$ cat src/rtl/pc_seq_pkg.sv
// Shared encodings for the next-PC sequencer: control-op codes, FSM states, default widths.
package pc_seq_pkg;

  localparam int unsigned PcWDefault = 8;

  typedef enum logic [2:0] {
    OpSeq  = 3'd0,
    OpBr   = 3'd1,
    OpJmp  = 3'd2,
    OpCall = 3'd3,
    OpRet  = 3'd4
  } ctl_op_e;

  typedef enum logic [1:0] {
    StBoot,
    StRun,
    StBubble
  } seq_state_e;

endpackage

$ cat src/rtl/pc_ras.sv
// Circular return-address stack; a push when full overwrites the oldest entry.
module pc_ras
  import pc_seq_pkg::*;
#(
  parameter int unsigned PC_W      = PcWDefault,
  parameter int unsigned RAS_DEPTH = 4
) (
  input  logic            clk,
  input  logic            rst_n,
  input  logic            push,
  input  logic            pop,
  input  logic [PC_W-1:0] push_data,
  output logic [PC_W-1:0] top_data,
  output logic            full,
  output logic            empty,
  output logic            overflow,
  output logic            underflow
);

  localparam int unsigned PtrW = $clog2(RAS_DEPTH);
  localparam int unsigned CntW = PtrW + 1;

  logic [PC_W-1:0] mem_q [RAS_DEPTH];
  logic [PtrW-1:0] wr_ptr_q;
  logic [PtrW-1:0] top_ptr;
  logic [CntW-1:0] cnt_q;

  assign top_ptr   = wr_ptr_q - PtrW'(1);
  assign top_data  = mem_q[top_ptr];
  assign full      = (cnt_q == CntW'(RAS_DEPTH));
  assign empty     = (cnt_q == '0);
  assign overflow  = push && full;
  assign underflow = pop && empty;

  always_ff @(posedge clk or negedge rst_n) begin
    if (!rst_n) begin
      wr_ptr_q <= '0;
      cnt_q    <= '0;
      for (int i = 0; i < RAS_DEPTH; i++) begin
        mem_q[i] <= '0;
      end
    end else if (push) begin
      // When full the write slot is the oldest entry, so the count saturates.
      mem_q[wr_ptr_q] <= push_data;
      wr_ptr_q        <= wr_ptr_q + PtrW'(1);
      if (!full) begin
        cnt_q <= cnt_q + CntW'(1);
      end
    end else if (pop && !empty) begin
      wr_ptr_q <= top_ptr;
      cnt_q    <= cnt_q - CntW'(1);
    end
  end

endmodule

$ cat src/rtl/pc_sequencer.sv
// Next-PC controller with one-bubble redirects. Define PC_SEQ_RAS_EN to add the
// hardware return-address stack; otherwise CALL/RET behave as JMP.
module pc_sequencer
  import pc_seq_pkg::*;
#(
  parameter int unsigned    PC_W      = PcWDefault,
  parameter int unsigned    RAS_DEPTH = 4,
  parameter logic [PC_W-1:0] RESET_PC = '0
) (
  input  logic            clk,
  input  logic            rst_n,
  output logic [PC_W-1:0] fetch_pc,
  output logic            fetch_valid,
  input  logic            fetch_ready,
  input  logic            ctl_valid,
  output logic            ctl_ready,
  input  logic [2:0]      ctl_op,
  input  logic            br_taken,
  input  logic [PC_W-1:0] br_offset,
  input  logic [PC_W-1:0] jmp_target,
  output logic            ras_overflow,
  output logic            ras_underflow
);

  seq_state_e      state_q, state_d;
  logic [PC_W-1:0] pc_q, pc_d;
  logic [PC_W-1:0] pc_inc;
  logic            fire;
  ctl_op_e         op;

  assign op          = ctl_op_e'(ctl_op);
  assign fetch_pc    = pc_q;
  assign fetch_valid = (state_q == StRun);
  assign ctl_ready   = fetch_valid && fetch_ready;
  assign fire        = ctl_valid && ctl_ready;
  assign pc_inc      = pc_q + PC_W'(1);

`ifdef PC_SEQ_RAS_EN
  logic            ras_push, ras_pop;
  logic [PC_W-1:0] ras_top;
  logic            ras_full, ras_empty, ras_ovf_pulse, ras_unf_pulse;
  logic            ovf_q, unf_q;

  pc_ras #(
    .PC_W      (PC_W),
    .RAS_DEPTH (RAS_DEPTH)
  ) u_ras (
    .clk       (clk),
    .rst_n     (rst_n),
    .push      (ras_push),
    .pop       (ras_pop),
    .push_data (pc_inc),
    .top_data  (ras_top),
    .full      (ras_full),
    .empty     (ras_empty),
    .overflow  (ras_ovf_pulse),
    .underflow (ras_unf_pulse)
  );

  always_ff @(posedge clk or negedge rst_n) begin
    if (!rst_n) begin
      ovf_q <= 1'b0;
      unf_q <= 1'b0;
    end else begin
      ovf_q <= ovf_q | ras_ovf_pulse;
      unf_q <= unf_q | ras_unf_pulse;
    end
  end

  assign ras_overflow  = ovf_q;
  assign ras_underflow = unf_q;
`else
  assign ras_overflow  = 1'b0;
  assign ras_underflow = 1'b0;
`endif

  always_comb begin
    state_d = state_q;
    pc_d    = pc_q;
`ifdef PC_SEQ_RAS_EN
    ras_push = 1'b0;
    ras_pop  = 1'b0;
`endif
    unique case (state_q)
      StBoot:   state_d = StRun;
      StRun: begin
        if (fire) begin
          pc_d = pc_inc;
          // Unlisted encodings fall through as SEQ.
          case (op)
            OpBr: begin
              if (br_taken) begin
                pc_d    = pc_q + br_offset;
                state_d = StBubble;
              end
            end
            OpJmp: begin
              pc_d    = jmp_target;
              state_d = StBubble;
            end
            OpCall: begin
              pc_d    = jmp_target;
              state_d = StBubble;
`ifdef PC_SEQ_RAS_EN
              ras_push = 1'b1;
`endif
            end
            OpRet: begin
`ifdef PC_SEQ_RAS_EN
              ras_pop = 1'b1;
              pc_d    = ras_empty ? RESET_PC : ras_top;
`else
              pc_d    = jmp_target;
`endif
              state_d = StBubble;
            end
            default: ;
          endcase
        end
      end
      StBubble: state_d = StRun;
      default:  state_d = StBoot;
    endcase
  end

  always_ff @(posedge clk or negedge rst_n) begin
    if (!rst_n) begin
      state_q <= StBoot;
      pc_q    <= RESET_PC;
    end else begin
      state_q <= state_d;
      pc_q    <= pc_d;
    end
  end

endmodule

$ cat config.mk
export PLATFORM = sky130hd
export DESIGN_NAME = pc_sequencer
export DESIGN_NICKNAME = d
export VERILOG_FILES = /design/src/rtl/pc_seq_pkg.sv /design/src/rtl/pc_ras.sv /design/src/rtl/pc_sequencer.sv
export SDC_FILE = /design/constraint.sdc
export NUM_CORES = 1
export LEC_CHECK = 0
export CELL_PAD_IN_SITES_DETAIL_PLACEMENT = 1
export CELL_PAD_IN_SITES_GLOBAL_PLACEMENT = 1
export CORE_ASPECT_RATIO = 1.2
export CORE_MARGIN = 2
export CORE_UTILIZATION = 36
export CTS_BUF_LIST = sky130_fd_sc_hd__clkbuf_8
export DETAILED_ROUTE_END_ITERATION = 6
export PLACE_DENSITY_LB_ADDON = 0.1
export SLEW_MARGIN = 10
export SYNTH_ARGS = -nofsm -noshare
export SYNTH_HDL_FRONTEND = slang
export SYNTH_SLANG_ARGS = --single-unit
$ cat constraint.sdc
create_clock -name clk -period 4.83 [get_ports clk]
set_input_delay 0.966 -clock clk [delete_from_list [all_inputs] [get_ports clk]]
set_output_delay 0.966 -clock clk [all_outputs]
set_load 0.01 [all_outputs]
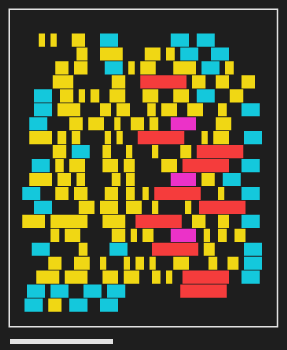
placement_by_type.png
The bar under the picture is 20 µm long.
[cyan] other buffers and delay cells | cells: 33 | share of their area: 25%
[yellow] combinational and other logic | cells: 103 | share of their area: 54%
[magenta] clock drivers | cells: 3 | share of their area: 3.1%
[red] flops | cells: 10 | share of their area: 19%
Final Cell Area: 0.001389 mm²
Core Util, Final: 53.88%
core area: 0.002577 mm²
FP Rows: 20

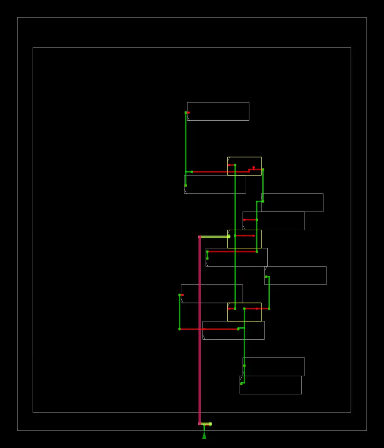
clocks.png
Worst Skew: 0.003932 ns
clock group total power: 0.0000830 W
clock sink count: 10
Latency at later pin: 0.23 ns
TritonCTS buffer count: 3

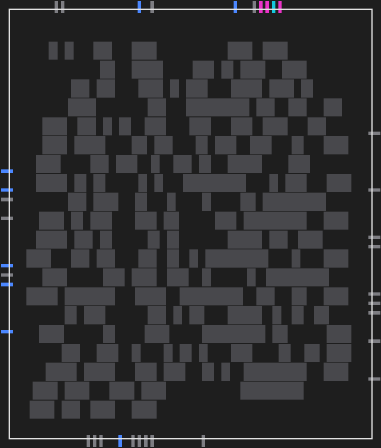
io_placement.png
Pins as bars across the die edge, other pins in gray.
[cyan] br_taken | pins: 1 | direction: input | edge: north
[magenta] ctl_op | pins: 3 | direction: input | edge: north
[blue] br_offset | pins: 8 | direction: input | edge: 5 west, 2 north, 1 south
all pins by edge: 10 north, 9 south, 9 east, 8 west

sequential cells by signal, summed over array words and instances, names as in the netlist:
register	cells
fetch_pc	8
state_q	2
cell usage after synthesis (2+ instances only):
master    instances
a211oi_1          3
a21o_1            3
a21oi_1           6
a221oi_1          3
a22oi_1           2
a31oi_1           2
buf_4             2
dfrtp_1          10
ha_1              8
inv_1             2
nand2_1           7
nand3_1           4
nand3b_1          2
nor2_1            9
nor2b_1           2
nor3b_1           3
o211ai_1          4
o21a_1            2
o21ai_0           9
o21ai_2           2
xnor2_1           5
xor2_1            3
worst reg2reg max path, delay by kind of cell (launching register included):
| family | cells | cell delay, ns |
|---|---|---|
| flip-flops | 1 | 0.45 |
| adder cells (fa/ha/maj) | 2 | 0.71 |
| multiplexers | 1 | 0.29 |
| AND-OR/OR-AND | 4 | 0.62 |
layer usage:
| metal | wire, µm | vias up | global-route usage (%) |
|---|---|---|---|
| li1 | - | 505 | - |
| met1 | 1273 | 497 | 25.98 |
| met2 | 1451 | 21 | 32.01 |
| met3 | 84 | 2 | 2.427 |
| met4 | 27 | 0 | 7.895 |
| met5 | 0 | - | 0 |
kinds of logic (layout without fill, tap and decap cells):
family / after synthesis / after routing / synth area share [%]
AOI/OAI and AO/OA: 44 / 44 / 30.40
xor gates and xnor gates: 8 / 8 / 7.035
adders and majority gates: 9 / 9 / 12.06
buffers and inverters: 6 / 38 / 3.140
DFF: 10 / 10 / 25.13
muxes: 1 / 1 / 1.131
other: 1 / 2 / 0.3765
and+or+nand+nor: 37 / 37 / 20.73
report_power, final:
group | switching (W) | total [W] | internal, W
Combinational | 0.000139 | 0.000299 | 0.000160
Sequential | 0.0000496 | 0.000158 | 0.000108
Clock | 0.0000288 | 0.0000830 | 0.0000542
worst max path at each step:
| stage | slack (ns) | cells past startpoint | to |
|---|---|---|---|
| finish | 1.76 | 3 | ctl_ready |
| global route | 1.73 | 3 | ctl_ready |
| CTS | 1.76 | 3 | ctl_ready |
| detailed placement | 1.77 | 3 | ctl_ready |
| global placement | 1.78 | 3 | ctl_ready |
| floorplan | 2.36 | 7 | fetch_pc[4] |
per-stage QoR:
step	hold slack, ns	instances	total power, W	worst slack [ns]
after floorplan	0.4208	117	0.0003346	2.365
after global placement	0.4379	179	0.0004465	1.777
after detailed placement	0.4479	179	0.0004598	1.767
after CTS	0.4532	182	0.0005462	1.759
after global routing	0.4802	182	0.0005884	1.730
final	0.4494	182	0.0005399	1.757
layout make-up:
type / count / share of cell area [%]
multi-input cells: 101 / 51.71
repair buffers: 33 / 23.78
flip-flops and latches: 10 / 18.02
clock buffers: 3 / 2.973
well taps: 33 / 2.973
inverters: 2 / 0.5405
==> flow_summary_export.csv <==
group,metric,value,unit
place,hpwl,2.275,mm
critical_path,crit_start,"fetch_ready",
grt,grt_pass1_vias,971,
final_layout,drive_gt1_share,6.040,%
critical_path,arrival,2.11,ns
drt,finalWirelength,2.837,mm
critical_path,path_delay_family,"buffers and inverters",
floorplanning,chip_area,0.003205,mm²
grt,grt_pass1_wl,4.533,mm
critical_path,r2r_cells,7,
sta,grt_setup_unrepaired,"no",
critical_path,start_kind,"primary input",
synth,ys_seq_share,25.13,%
synth,ys_area,996.0,µm²
critical_path,crit_fanout,3,
grt,antenna_found_initial,0,
min_path,whs_endpoint,"state_q[0]",
floorplanning,fp_util,38.64,%
clock_network,cts_max_level,1,
pwr,power.leakage,0.5460,nW
final_layout,fillers,314,
clock_network,cts_tree,"done",
critical_path,worstReg2RegStart,"fetch_pc[0]",
synth,ys_ff,10,
final_layout,diodes,0,
critical_path,ff2ff_setup_slack,2.70,ns
clock_network,clockBufferDepth,2,
floorplanning,pin_count,36,
synth,yosysCellCount,116,
grt,grtUsageTotal,19.47,%
status,status,"finished clean",
critical_path,cp_num_buf_inv,2,
drt,drtIter0Drc,6,
sta,fmax,325.4,MHz
critical_path,end_kind,"output pin",
drt,drc,0,
sta,setup-violations-final,0,
critical_path,crit_chain,"clkdlybuf4s50_1 > and2_1 > clkdlybuf4s50_1",
Power figures rest on the tool's default switching activity, not on a simulated workload.
